## config.mk

```make
export PLATFORM = sky130hd
export DESIGN_NAME = count_snapshot_fifo
export DESIGN_NICKNAME = d
export VERILOG_FILES = /design/src/rtl/snap_pkg.sv /design/src/rtl/snap_fifo.sv /design/src/rtl/count_snapshot_fifo.sv
export SDC_FILE = /design/constraint.sdc
export NUM_CORES = 1
export LEC_CHECK = 0
export CORE_ASPECT_RATIO = 0.8
export CORE_MARGIN = 3
export CORE_UTILIZATION = 54
export DETAILED_ROUTE_END_ITERATION = 10
export PLACE_DENSITY = 0.85
export SYNTH_ARGS = -nofsm -noshare
export SYNTH_HDL_FRONTEND = slang
export SYNTH_SLANG_ARGS = --single-unit
```

## constraint.sdc

```tcl
create_clock -name clk -period 2.3 [get_ports clk]
set_input_delay 0.69 -clock clk [delete_from_list [all_inputs] [get_ports clk]]
set_output_delay 0.69 -clock clk [all_outputs]
set_load 0.1 [all_outputs]
```

## src/rtl/snap_pkg.sv

```systemverilog
// Shared widths, the snapshot word layout and a width helper for the
// count snapshot FIFO.
package snap_pkg;

  localparam int COUNT_W   = 8;
  localparam int EPOCH_W_D = 8;

  // One captured logical time value: overflow epoch above the raw count.
  typedef struct packed {
    logic [EPOCH_W_D-1:0] epoch;
    logic [COUNT_W-1:0]   count;
  } snap_t;

  // Width of a snapshot word for a given epoch width.
  function automatic int snap_w(input int epoch_w);
    return epoch_w + COUNT_W;
  endfunction

endpackage

```

## src/rtl/snap_fifo.sv

```systemverilog
// Generic synchronous FIFO. The head entry is read from the storage
// registers, so the output never depends combinationally on push/pop.
module snap_fifo #(
  parameter int DEPTH = 8,
  parameter int WIDTH = 16
) (
  input  logic                     clk,
  input  logic                     rst_n,
  input  logic                     clear_i,
  input  logic                     push_i,
  input  logic                     pop_i,
  input  logic [WIDTH-1:0]         data_i,
  output logic [WIDTH-1:0]         data_o,
  output logic                     full_o,
  output logic                     empty_o,
  output logic [$clog2(DEPTH):0]   level_o
);

  localparam int AW = $clog2(DEPTH);
  localparam int LW = AW + 1;

  logic [WIDTH-1:0] mem_q [DEPTH];
  logic [AW-1:0]    rd_q, rd_d;
  logic [AW-1:0]    wr_q, wr_d;
  logic [LW-1:0]    level_q, level_d;
  logic             do_push, do_pop;

  assign empty_o = (level_q == '0);
  assign full_o  = (level_q == LW'(DEPTH));
  assign level_o = level_q;
  assign data_o  = mem_q[rd_q];

  // A pop frees a slot in the same cycle, so a push into a full FIFO is
  // accepted when it coincides with a pop.
  assign do_pop  = pop_i & ~empty_o;
  assign do_push = push_i & (~full_o | do_pop);

  // Next pointer and occupancy values.
  always_comb begin
    rd_d    = rd_q;
    wr_d    = wr_q;
    level_d = level_q;
    if (do_push) wr_d = wr_q + AW'(1);
    if (do_pop)  rd_d = rd_q + AW'(1);
    if (do_push && !do_pop)      level_d = level_q + LW'(1);
    else if (!do_push && do_pop) level_d = level_q - LW'(1);
  end

  // Storage and pointer registers; clear returns everything to reset state.
  always_ff @(posedge clk or negedge rst_n) begin
    if (!rst_n) begin
      rd_q    <= '0;
      wr_q    <= '0;
      level_q <= '0;
      for (int i = 0; i < DEPTH; i++) mem_q[i] <= '0;
    end else if (clear_i) begin
      rd_q    <= '0;
      wr_q    <= '0;
      level_q <= '0;
      for (int i = 0; i < DEPTH; i++) mem_q[i] <= '0;
    end else begin
      rd_q    <= rd_d;
      wr_q    <= wr_d;
      level_q <= level_d;
      if (do_push) mem_q[wr_q] <= data_i;
    end
  end

endmodule

```

## src/rtl/count_snapshot_fifo.sv

```systemverilog
// Extends an 8-bit wrap-around counter with an overflow epoch and queues
// {epoch, count} snapshots on capture requests for a valid/ready consumer.
module count_snapshot_fifo
  import snap_pkg::*;
#(
  parameter int EPOCH_W = 8,
  parameter int DEPTH   = 8,
  parameter int DROP_W  = 8
) (
  input  logic                       clk,
  input  logic                       rst_n,
  input  logic                       clear_i,
  input  logic [COUNT_W-1:0]         count_i,
  input  logic                       overflow_i,
  input  logic                       capture_i,
  output logic                       snap_valid_o,
  input  logic                       snap_ready_i,
  output logic [EPOCH_W+COUNT_W-1:0] snap_data_o,
  output logic [$clog2(DEPTH):0]     level_o,
  output logic [DROP_W-1:0]          drop_cnt_o,
  output logic                       epoch_wrapped_o
);

  localparam int SW = snap_w(EPOCH_W);

  logic [EPOCH_W-1:0] epoch_q, epoch_d;
  logic [DROP_W-1:0]  drop_q, drop_d;
  logic               wrapped_q, wrapped_d;
  logic [SW-1:0]      snap_word;
  logic               full, empty, do_pop, push, drop;

  // The counter reads 0 in the same cycle it pulses overflow, so a capture
  // in that cycle must already carry the incremented epoch.
  assign snap_word = {epoch_q + EPOCH_W'(overflow_i), count_i};

  assign snap_valid_o    = ~empty;
  assign do_pop          = snap_ready_i & ~empty;
  assign push            = capture_i & ~clear_i & (~full | do_pop);
  assign drop            = capture_i & ~clear_i & full & ~do_pop;
  assign drop_cnt_o      = drop_q;
  assign epoch_wrapped_o = wrapped_q;

  snap_fifo #(
    .DEPTH (DEPTH),
    .WIDTH (SW)
  ) u_fifo (
    .clk     (clk),
    .rst_n   (rst_n),
    .clear_i (clear_i),
    .push_i  (push),
    .pop_i   (do_pop),
    .data_i  (snap_word),
    .data_o  (snap_data_o),
    .full_o  (full),
    .empty_o (empty),
    .level_o (level_o)
  );

  // Epoch advance, sticky wrap flag and saturating drop count.
  always_comb begin
    epoch_d   = epoch_q;
    wrapped_d = wrapped_q;
    drop_d    = drop_q;
    if (clear_i) begin
      epoch_d   = '0;
      wrapped_d = 1'b0;
      drop_d    = '0;
    end else begin
      if (overflow_i) begin
        epoch_d = epoch_q + EPOCH_W'(1);
        if (&epoch_q) wrapped_d = 1'b1;
      end
      if (drop && !(&drop_q)) drop_d = drop_q + DROP_W'(1);
    end
  end

  // Top-level state registers.
  always_ff @(posedge clk or negedge rst_n) begin
    if (!rst_n) begin
      epoch_q   <= '0;
      wrapped_q <= 1'b0;
      drop_q    <= '0;
    end else begin
      epoch_q   <= epoch_d;
      wrapped_q <= wrapped_d;
      drop_q    <= drop_d;
    end
  end

endmodule
```

**Sequential cells grouped by signal name**

Drawn at 3 px/um. Other sequential cells in the stronger gray, the rest of the logic in the fainter gray.
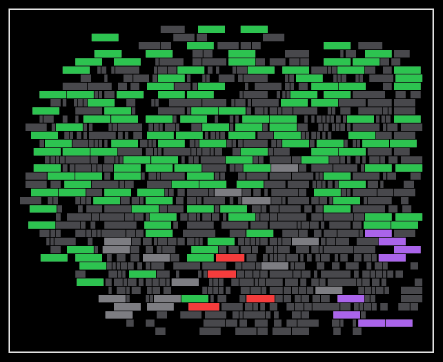
- `u_fifo.level_o`: red (sequential cells 4; where bottom center)
- `drop_cnt_o`: purple (sequential cells 8; where lower right)
- `u_fifo.mem_q`: green (sequential cells 128)
- not colored: 15
fraction of standard cell area that is sequential: 39.4%
post-layout utilization of the core: 71.0%

**Metal 1**

Drawn at 4 px/um. Supply wires on this layer in gray. Cells faint in the background.
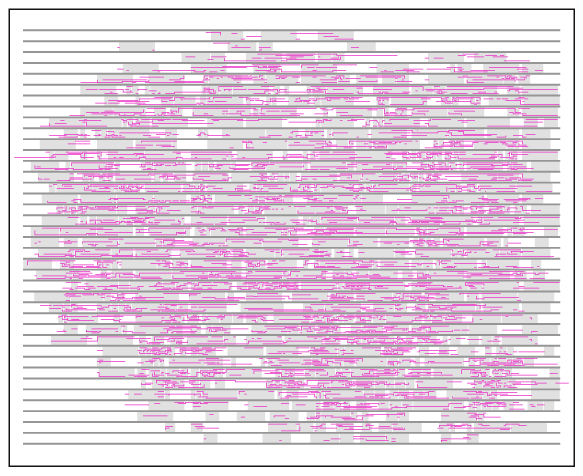
- longest straight run: 39.6 um
- share of all routed wire: 40%
- nets with wire on the layer: 740
overall via count from detail_route: 6199
total wirelength of the detailed-routed design: 21000 um
met1 Resource Use GR: 36.0%

**Signal wires on met4**

Drawn at 3 px/um. Supply wires on this layer in gray.
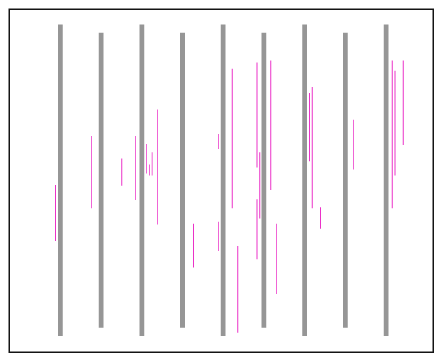
- share of all routed wire: 2.7%
- wire length on this layer: 573 um

==> reports/qor.tcl <==
set qor(run_status) {complete, but fails checks}
set qor(failed_checks) {setup timing}
set qor(grt_pass1_wl_um) 34100
set qor(first_global_vias) 6428
set qor(power.density_cell_area_nw_per_um2) 875
set qor(post_synth_num_cell_types) 58
set qor(largest_register_ff_count) 128
set qor(maximum_net_fanout_on_the_critical_path) 12
set qor(worstHoldPathType) {primary input to asynchronous set/reset pin}
set qor(combinationalPowerShare_pct) 30.4
set qor(layout.area.top_class) {registers}
set qor(n_tap_cell) 180
set qor(p_leak_nw) 4.13
set qor(reg2reg_from) {u_fifo.level_o[0]}
set qor(synthesis_warning_total) 0
set qor(layout.area.seq_um2) 3890
set qor(buffer_ports.inserted) 43
set qor(seq_cell_power_w) 0.00291
set qor(sum_neg_setup_slack_ns) -6.93
set qor(edf_count) 0
set qor(final_cell_area_um2) 9850
set qor(chip_area_um2) 16000
set qor(worstSetupStartpoint) {u_fifo.rd_q[0]}
set qor(layout_setup_ws_ns) -0.460
set qor(clockNetworkAreaShare_pct) 6.55
set qor(timing.critical_path.slowest_cell_delay_ns) 0.52
set qor(n_sequential_cell) 155
set qor(tritoncts_clock_tree) {done}
set qor(finalHoldViolCount) 0
set qor(critical_path.n_buffers_inverters) 2
set qor(crit_path_start_kind) {flip-flop}
set qor(mostFrequentLayoutCells) {dfrtp_1, nand2_1, a21oi_1}
set qor(tightestPinTransition_ns) 0.669
set qor(highest_layer) {met4}
set qor(timing.final.setup_violations) 16
set qor(r2r-end) {u_fifo.level_o[1]}
set qor(clock_power_w) 0.00309
set qor(switching_share_pct) 32.7
set qor(critical_path_arrival_ns) 2.07
set qor(setup_repair_after_global_routing_missed_its_margin) {yes}
set qor(count_of_tool_warnings) 28
set qor(clk_latency_ns) 0.43
set qor(main_flop_type_after_synthesis) {dfrtp_1}
set qor(area_growth_syn_to_layout_pct) 25.5
set qor(hold_slack_ns) 0.191
set qor(root_buffer) {clkbuf_16}
set qor(postPlaceCellArea_um2) 9170
set qor(finalNetCount) 793
set qor(detail-route-antenna-nets) 0
set qor(path_delay_family) {multiplexers}
set qor(fp-utilization_pct) 56.6
set qor(timing.final.max_slew_violations) 0
set qor(synth.most_common_cell) {dfrtp_1}
set qor(std_cell_rows) 38
set qor(multiInputGateArea_um2) 3690
set qor(worstSetupPathDepth) 4
set qor(regMostFlops) {u_fifo.mem_q}
set qor(postCtsResizedCells) 1
set qor(switchingPower_w) 0.00282
set qor(r2r_cells) 7
set qor(layout.nonclk_buf_share_pct) 14.0
set qor(drt_pre_antenna_iters) 5
set qor(comb_cell_power_w) 0.00262
**Metal layers overlaid**

Drawn at 3 px/um. Two of the layers only.
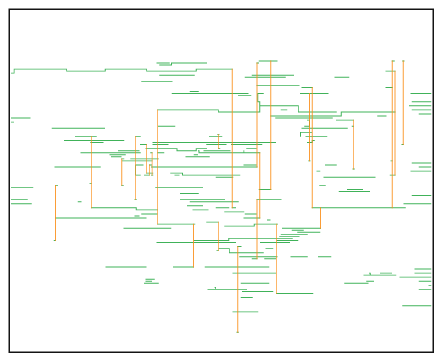
- metal 3: green (wire length 1460 um)
- metal 4: orange (wire length 573 um)

**Congestion heat map**

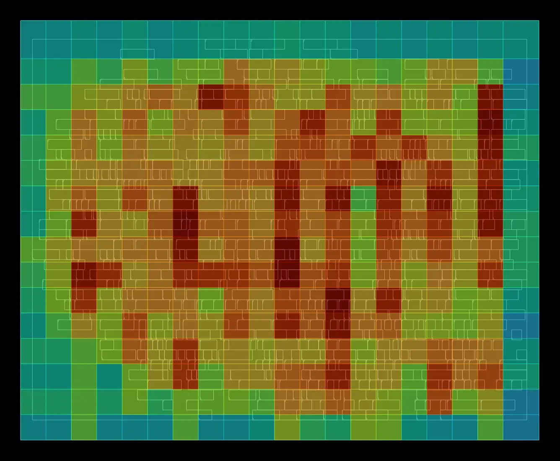
met2 Usage GRT: 44.9%
global-route usage over all layers: 27.1%
global route hottest layer: met2
per-cell routed wire length: 21.8 um

